$ cat src/rtl/load_store_sequencer_if.sv
// Request/response and byte-RAM bus bundle for the load/store sequencer.
// slave is the sequencer's view; master is the requester/RAM side.
`timescale 1ns/1ps
interface load_store_sequencer_if #(
    parameter int ADDR_WIDTH = 16
);
    logic                  req_valid;
    logic                  req_ready;
    logic                  req_write;
    logic [2:0]            req_mode;
    logic                  req_unsigned;
    logic [31:0]           req_addr;
    logic [31:0]           req_wdata;
    logic                  resp_valid;
    logic [31:0]           resp_rdata;
    logic [ADDR_WIDTH-1:0] mem_addr;
    logic                  mem_re;
    logic                  mem_we;
    logic [7:0]            mem_wdata;
    logic [7:0]            mem_rdata;

    modport master (
        output req_valid, req_write, req_mode, req_unsigned,
        output req_addr, req_wdata, mem_rdata,
        input  req_ready, resp_valid, resp_rdata,
        input  mem_addr, mem_re, mem_we, mem_wdata
    );

    modport slave (
        input  req_valid, req_write, req_mode, req_unsigned,
        input  req_addr, req_wdata, mem_rdata,
        output req_ready, resp_valid, resp_rdata,
        output mem_addr, mem_re, mem_we, mem_wdata
    );
endinterface

$ cat src/rtl/load_store_sequencer.sv
// Splits one load/store into pipelined single-byte RAM accesses.
// Handles byte/half/word and unaligned word-left/word-right modes.
`timescale 1ns/1ps
module load_store_sequencer #(
    parameter int ADDR_WIDTH = 16
) (
    input  logic                  clk,
    input  logic                  rst,
    load_store_sequencer_if.slave bus
);
    localparam logic [2:0] M_BYTE  = 3'd1;
    localparam logic [2:0] M_HALF  = 3'd2;
    localparam logic [2:0] M_WORD  = 3'd3;
    localparam logic [2:0] M_LEFT  = 3'd4;
    localparam logic [2:0] M_RIGHT = 3'd5;

    typedef enum logic [1:0] {
        IDLE,
        ACCESS,
        DRAIN,
        RESP
    } state_t;

    state_t                state;
    logic                  wr_q;
    logic                  uns_q;
    logic [2:0]            mode_q;
    logic [31:0]           wdata_q;
    logic [2:0]            cnt_q;
    logic [1:0]            lane_q;
    logic [31:0]           buf_q;
    logic                  cap_v;
    logic [1:0]            cap_lane;
    logic [ADDR_WIDTH-1:0] addr_q;
    logic [7:0]            wbyte_q;
    logic [31:0]           rdata_q;

    logic [1:0]            a_lo;
    logic [2:0]            n_cnt;
    logic [ADDR_WIDTH-1:0] s_addr;
    logic [1:0]            l0;
    logic                  mem_mode;
    logic [31:0]           merged;
    logic [31:0]           ext;
    logic                  unused_hi;

    function automatic logic [7:0] lane_of(
        input logic [31:0] w,
        input logic [1:0]  l
    );
        return w[{l, 3'b000} +: 8];
    endfunction

    assign a_lo      = bus.req_addr[1:0];
    assign unused_hi = ^bus.req_addr[31:ADDR_WIDTH];

    // Byte count, start address and first lane of the accepted request
    always_comb begin
        n_cnt    = 3'd0;
        s_addr   = bus.req_addr[ADDR_WIDTH-1:0];
        l0       = 2'd0;
        mem_mode = 1'b1;
        case (bus.req_mode)
            M_BYTE:  n_cnt = 3'd1;
            M_HALF:  n_cnt = 3'd2;
            M_WORD:  n_cnt = 3'd4;
            M_LEFT: begin
                n_cnt  = {1'b0, a_lo} + 3'd1;
                s_addr = {bus.req_addr[ADDR_WIDTH-1:2], 2'b00};
                l0     = 2'd3 - a_lo;
            end
            M_RIGHT: n_cnt = 3'd4 - {1'b0, a_lo};
            default: mem_mode = 1'b0;
        endcase
    end

    // Load buffer with the byte arriving this cycle merged into its lane
    always_comb begin
        merged = buf_q;
        if (cap_v) begin
            merged[{cap_lane, 3'b000} +: 8] = bus.mem_rdata;
        end
    end

    // Sign extension applies only to signed byte and halfword loads
    always_comb begin
        ext = merged;
        case (mode_q)
            M_BYTE: begin
                if (!uns_q) ext = {{24{merged[7]}}, merged[7:0]};
            end
            M_HALF: begin
                if (!uns_q) ext = {{16{merged[15]}}, merged[15:0]};
            end
            default: ext = merged;
        endcase
    end

    // Sequencer FSM with address/lane walk and load data capture
    always_ff @(posedge clk or negedge rst) begin
        if (!rst) begin
            state    <= IDLE;
            wr_q     <= 1'b0;
            uns_q    <= 1'b0;
            mode_q   <= 3'd0;
            wdata_q  <= 32'd0;
            cnt_q    <= 3'd0;
            lane_q   <= 2'd0;
            buf_q    <= 32'd0;
            cap_v    <= 1'b0;
            cap_lane <= 2'd0;
            addr_q   <= '0;
            wbyte_q  <= 8'd0;
            rdata_q  <= 32'd0;
        end else begin
            cap_v    <= (state == ACCESS) && !wr_q;
            cap_lane <= lane_q;
            if (cap_v) begin
                buf_q <= merged;
            end
            case (state)
                IDLE: begin
                    if (bus.req_valid) begin
                        wr_q    <= bus.req_write;
                        uns_q   <= bus.req_unsigned;
                        mode_q  <= bus.req_mode;
                        wdata_q <= bus.req_wdata;
                        cnt_q   <= n_cnt;
                        lane_q  <= l0;
                        addr_q  <= s_addr;
                        wbyte_q <= lane_of(bus.req_wdata, l0);
                        buf_q   <= 32'd0;
                        if (mem_mode) begin
                            state <= ACCESS;
                        end else begin
                            state <= RESP;
                            if (!bus.req_write) rdata_q <= 32'd0;
                        end
                    end
                end
                ACCESS: begin
                    addr_q  <= addr_q + ADDR_WIDTH'(1);
                    lane_q  <= lane_q + 2'd1;
                    wbyte_q <= lane_of(wdata_q, lane_q + 2'd1);
                    cnt_q   <= cnt_q - 3'd1;
                    if (cnt_q == 3'd1) begin
                        state <= wr_q ? RESP : DRAIN;
                    end
                end
                DRAIN: begin
                    rdata_q <= ext;
                    state   <= RESP;
                end
                default: state <= IDLE;
            endcase
        end
    end

    assign bus.req_ready  = (state == IDLE);
    assign bus.resp_valid = (state == RESP);
    assign bus.resp_rdata = rdata_q;
    assign bus.mem_re     = (state == ACCESS) && !wr_q;
    assign bus.mem_we     = (state == ACCESS) && wr_q;
    assign bus.mem_addr   = addr_q;
    assign bus.mem_wdata  = wbyte_q;
endmodule

$ cat src/flat_wrapper.sv
// flat-port wrapper written by rule: the top's interface ports become plain ports
module load_store_sequencer_flat 
#(
    parameter int ADDR_WIDTH = 16
)
  (clk, rst, bus_req_valid, bus_req_write, bus_req_mode, bus_req_unsigned, bus_req_addr, bus_req_wdata, bus_mem_rdata, bus_req_ready, bus_resp_valid, bus_resp_rdata, bus_mem_addr, bus_mem_re, bus_mem_we, bus_mem_wdata);
  load_store_sequencer_if #(.ADDR_WIDTH(ADDR_WIDTH)) bus_i ();
  input  logic clk;
  input  logic rst;
  input wire logic [$bits(bus_i.req_valid)-1:0] bus_req_valid;
  input wire logic [$bits(bus_i.req_write)-1:0] bus_req_write;
  input wire logic [$bits(bus_i.req_mode)-1:0] bus_req_mode;
  input wire logic [$bits(bus_i.req_unsigned)-1:0] bus_req_unsigned;
  input wire logic [$bits(bus_i.req_addr)-1:0] bus_req_addr;
  input wire logic [$bits(bus_i.req_wdata)-1:0] bus_req_wdata;
  input wire logic [$bits(bus_i.mem_rdata)-1:0] bus_mem_rdata;
  output wire logic [$bits(bus_i.req_ready)-1:0] bus_req_ready;
  output wire logic [$bits(bus_i.resp_valid)-1:0] bus_resp_valid;
  output wire logic [$bits(bus_i.resp_rdata)-1:0] bus_resp_rdata;
  output wire logic [$bits(bus_i.mem_addr)-1:0] bus_mem_addr;
  output wire logic [$bits(bus_i.mem_re)-1:0] bus_mem_re;
  output wire logic [$bits(bus_i.mem_we)-1:0] bus_mem_we;
  output wire logic [$bits(bus_i.mem_wdata)-1:0] bus_mem_wdata;
  assign bus_i.req_valid = bus_req_valid;
  assign bus_i.req_write = bus_req_write;
  assign bus_i.req_mode = bus_req_mode;
  assign bus_i.req_unsigned = bus_req_unsigned;
  assign bus_i.req_addr = bus_req_addr;
  assign bus_i.req_wdata = bus_req_wdata;
  assign bus_i.mem_rdata = bus_mem_rdata;
  assign bus_req_ready = bus_i.req_ready;
  assign bus_resp_valid = bus_i.resp_valid;
  assign bus_resp_rdata = bus_i.resp_rdata;
  assign bus_mem_addr = bus_i.mem_addr;
  assign bus_mem_re = bus_i.mem_re;
  assign bus_mem_we = bus_i.mem_we;
  assign bus_mem_wdata = bus_i.mem_wdata;
  load_store_sequencer #(.ADDR_WIDTH(ADDR_WIDTH)) u_core (.clk(clk), .rst(rst), .bus(bus_i));
endmodule
$ cat config.mk
export PLATFORM = sky130hd
export DESIGN_NAME = load_store_sequencer_flat
export DESIGN_NICKNAME = d
export VERILOG_FILES = /design/src/rtl/load_store_sequencer_if.sv /design/src/rtl/load_store_sequencer.sv /design/src/flat_wrapper.sv
export SDC_FILE = /design/constraint.sdc
export NUM_CORES = 1
export LEC_CHECK = 0
export ABC_AREA = 1
export CORE_ASPECT_RATIO = 0.5
export CORE_MARGIN = 2
export CORE_UTILIZATION = 40
export CTS_CLUSTER_DIAMETER = 120
export DETAILED_ROUTE_END_ITERATION = 10
export MAX_ROUTING_LAYER = met4
export SYNTH_ARGS = -nofsm -noshare
export SYNTH_HDL_FRONTEND = slang
export SYNTH_SLANG_ARGS = --single-unit
$ cat constraint.sdc
create_clock -name clk -period 4.2 [get_ports clk]
set_input_delay 0.42 -clock clk [delete_from_list [all_inputs] [get_ports clk]]
set_output_delay 0.42 -clock clk [all_outputs]
set_load 0.005 [all_outputs]
==> flow_metrics.env <==
# yosys + openroad results
export IMPL_dp_hpwl_um=13100
export IMPL_finalNetCount=1193
export IMPL_cts_resized_gates=0
export IMPL_yosys_area_um2=7080
export IMPL_dieWidth_um=192
export IMPL_io_buffers=123
export IMPL_slowest_stage="buf_4"
export IMPL_synth_nets=1078
export IMPL_cp_arrival_ps=3060
export IMPL_placed_cells=1314
export IMPL_end_kind="register"
export IMPL_setup_ws_ps=1450
export IMPL_grt_pass1_vias=6459
export IMPL_route_detailed_drc=0
export IMPL_synthCells=984
export IMPL_fp_dieH_um=98.0
export IMPL_crit_end="u_core.bus.mem_addr[6]$_DFFE_PN0P_"
export IMPL_p_comb_share_pct=41.2
export IMPL_r2r_cells=11
export IMPL_max_clock_path_buffers=2
export IMPL_antenna_found_initial=0
export IMPL_max_freq_mhz=364
export IMPL_postCtsHoldBufs=0
export IMPL_core_um2=17400
export IMPL_rows=34
export IMPL_ys_warn_count=0
export IMPL_drt_iter0_drc=410
export IMPL_syn_cell_area_um2=7080
export IMPL_r2r_end="u_core.bus.mem_addr[6]$_DFFE_PN0P_"
export IMPL_critical_path_cell_chain="inv_1 > ha_1 > nand2_1 > buf_4 > o21ai_1 > buf_4 > inv_1 > buf_4 > nor2_1 > o21ai_0 > inv_1"
export IMPL_maxCapViolCount=0
export IMPL_p_per_area_nw_per_um2=657
export IMPL_max_slew_worst_pin_slew_ps=832
export IMPL_layout_top_cell="nand2_1"
export IMPL_maxSlewViolCount=0
export IMPL_ios=140
export IMPL_drtPass1Iterations=5
export IMPL_final_setup_viol_count=0
export IMPL_critical_path_top_delay_family="buffers and inverters"
export IMPL_r2r_slack_ps=1450
export IMPL_cp_max_fo=49
export IMPL_grt_pass1_wl_um=32000
export IMPL_gr_total_overflow=0
export IMPL_synth_cell_types=31
export IMPL_log_warning_count=51
export IMPL_synth_avg_cell_area_um2=7.19
export IMPL_crit_path_start="u_core.state[0]$_DFFE_PN0P_"
export IMPL_seq_power_share_pct=34.9
export IMPL_worst_ir_drop_vdd_mv=0.376
export IMPL_fp_util_pct=40.8
export IMPL_logic_area_um2=3130
export IMPL_rsz0062_at_grt="false"
export IMPL_synth_seq_share_pct=47.7
export IMPL_pwr_share_clk_pct=24.0
export IMPL_reg2reg_from="u_core.state[0]$_DFFE_PN0P_"
export IMPL_clkTransAtPathRegs_ps=60
export IMPL_ys_cells=984
export IMPL_finalSetupTns_ps=0
export IMPL_slowest_delay_ps=390
export IMPL_cts_max_level=4
export IMPL_dp_slack_ps=1420
export IMPL_cts_setup_buffers=0
export IMPL_fin_crit_ps=2750
export IMPL_vias_per_cell=4.89
export IMPL_status="finished, final reports clean"
export IMPL_worstSkewPairLatency_ps=420
export IMPL_cts_tree="yes"
export IMPL_ant_nets=0
export IMPL_antenna_cells=0
export IMPL_chip_area_um2=18800
export IMPL_areaGrowthSynthToFinish_pct=28.0
export IMPL_relSlewSlack_pct=44.5
export IMPL_crit_cells=11
export IMPL_clock_root_buffer="clkbuf_16"
export IMPL_hold_class="in2async"
export IMPL_p_leak_nw=4.45
export IMPL_power_switching_mw=2.41
export IMPL_gp_congestion=0.881
export IMPL_hold_violations=0
export IMPL_worstSetupStartpointType="register"
export IMPL_drive_gt1_share_pct=4.86
export IMPL_finalCritPeriodShare_pct=65.4
export IMPL_mostFrequentLayoutCells="nand2_1, dfrtp_1, nor2_1, clkdlybuf4s50_1, inv_1"
export IMPL_critical_path_required_ps=4510
export IMPL_critPathBufInv=6
export IMPL_ys_ff=135
export IMPL_crit_type="reg2reg"
export IMPL_final_cells=1346
export IMPL_p_int_mw=3.54
export IMPL_grt_start_max_net_pins=89
export IMPL_n_fill_cell=1747
export IMPL_sw_frac_of_total_pct=40.4
export IMPL_numCtsBuffers=17
power by group through the flow:
stage | combinational (mW) | sequential, mW | clock [mW]
2_1_floorplan | 1.61 | 2.00 | 0
3_3_place_gp | 2.42 | 2.09 | 0
3_5_place_dp | 2.47 | 2.09 | 0
4_1_cts | 2.48 | 2.08 | 1.45
5_1_grt | 2.81 | 2.14 | 1.51
6_report | 2.45 | 2.07 | 1.43
layout make-up:
class,instances,area share (%)
Multi-Input combinational cell,708,34.6
Sequential cell,135,37.3
Inverter,106,4.41
Tap cell,234,3.23
Clock inverter,11,1.09
Timing Repair Buffer,131,14.3
Clock buffer,21,5.08
cells by family after synthesis:
group / count (synthesis) / share of synthesized area, %
simple gates: 556 / 31.5
buf+inv: 141 / 8.03
compound gates: 137 / 10.1
flops: 135 / 47.7
fa+ha+maj: 14 / 2.48
xor+xnor: 1 / 0.124
through the flow:
step                      cell area (um2)  hold slack [ps]  util [%]  total power, mW
after floorplan                      7080              124         -             3.60
after global placement               8500              462      48.9             4.50
after detailed placement             8500              467      48.9             4.56
after CTS                            9050              108      52.2             6.01
after global routing                 9050              139      52.2             6.46
final                                9050             62.2      52.2             5.95
per-layer routing:
layer,up-vias,GRT usage [%],part of all wire (%)
met4,0,5.81,0.83
met5,-,-,0
met3,15,3.74,4.4
met1,3111,30.4,49
li1,3311,-,-
met2,146,34.3,46
Yosys cell counts (all sizes together):
library cell,instances,area (um2)
a22oi,4,30.0
nand3b,1,7.51
o211ai,1,7.51
dfrtp,135,3380
o21ai,97,493
nor2,128,498
nand4,5,31.3
inv,104,390
xor2,1,8.76
nand2,351,1330
clkbuf,15,56.3
nor3,2,10.0
clkinv,2,8.75
ha,14,175
nand3,69,358
buf,20,113
o22ai,3,18.8
a21oi,32,164
Signal wires by layer:
(3 px per um)
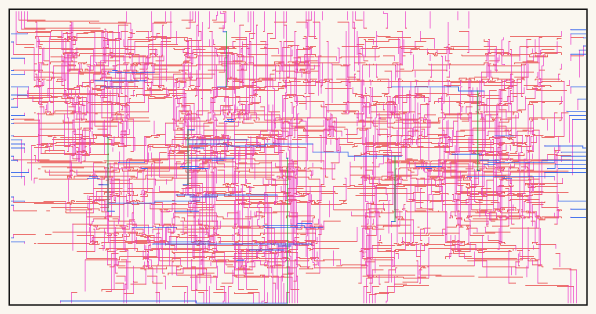
met3 -> blue  # wire length 833 um
met4 -> green  # wire length 158 um
met2 -> magenta  # wire length 8750 um
met1 -> red  # wire length 9220 um
routed len/inst: 14.1 um
gr usage total: 22.2%
Detailed Route WL: 19000 um
routed vias: 6583

M4 wires:
(4 px per um) Supply wires on this layer in gray. Cells faint in the background.
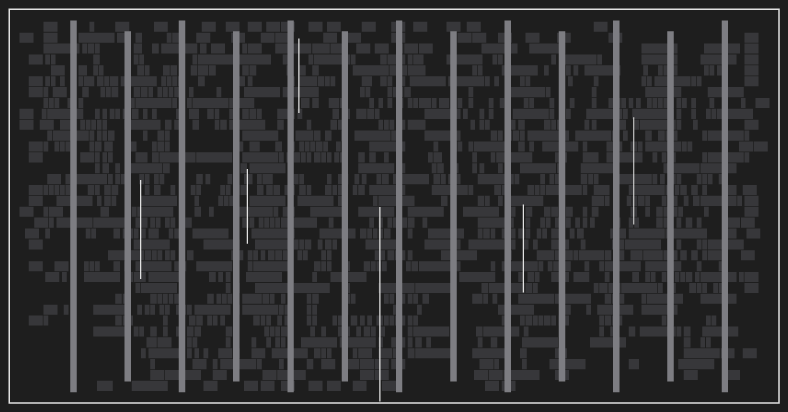
longest straight run = 48.3 um
main direction = vertical
wire length on this layer = 158 um
share of all routed wire = 0.83%
nets with wire on the layer = 3

The clock network:
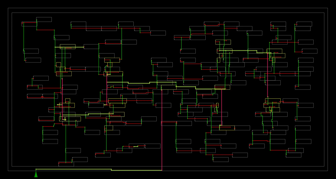
worst clock skew: 6.96 ps
Clock buffer cells: 21
Clock Sinks: 135

Where the registers sit:
(3 px per um) Other sequential cells in the stronger gray, the rest of the logic in the fainter gray.
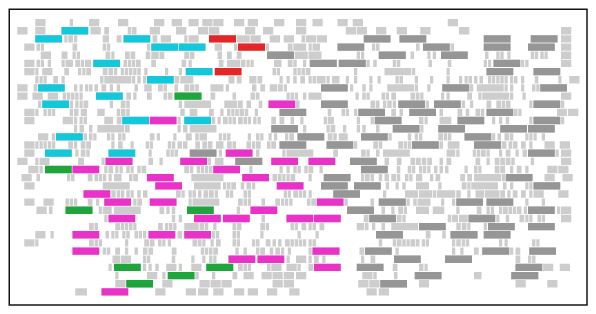
`u_core.wdata_q` -> magenta  # flops 32
`u_core.bus.mem_addr` -> cyan  # flops 16
`u_core.bus.mem_wdata` -> green  # flops 8
`u_core.cnt_q` -> red  # flops 3
end-of-flow core utilization: 52.2%
sequential power: 2.07 mW
Sequential Area: 3380 um2

Power is estimated from default activity; no workload was simulated.
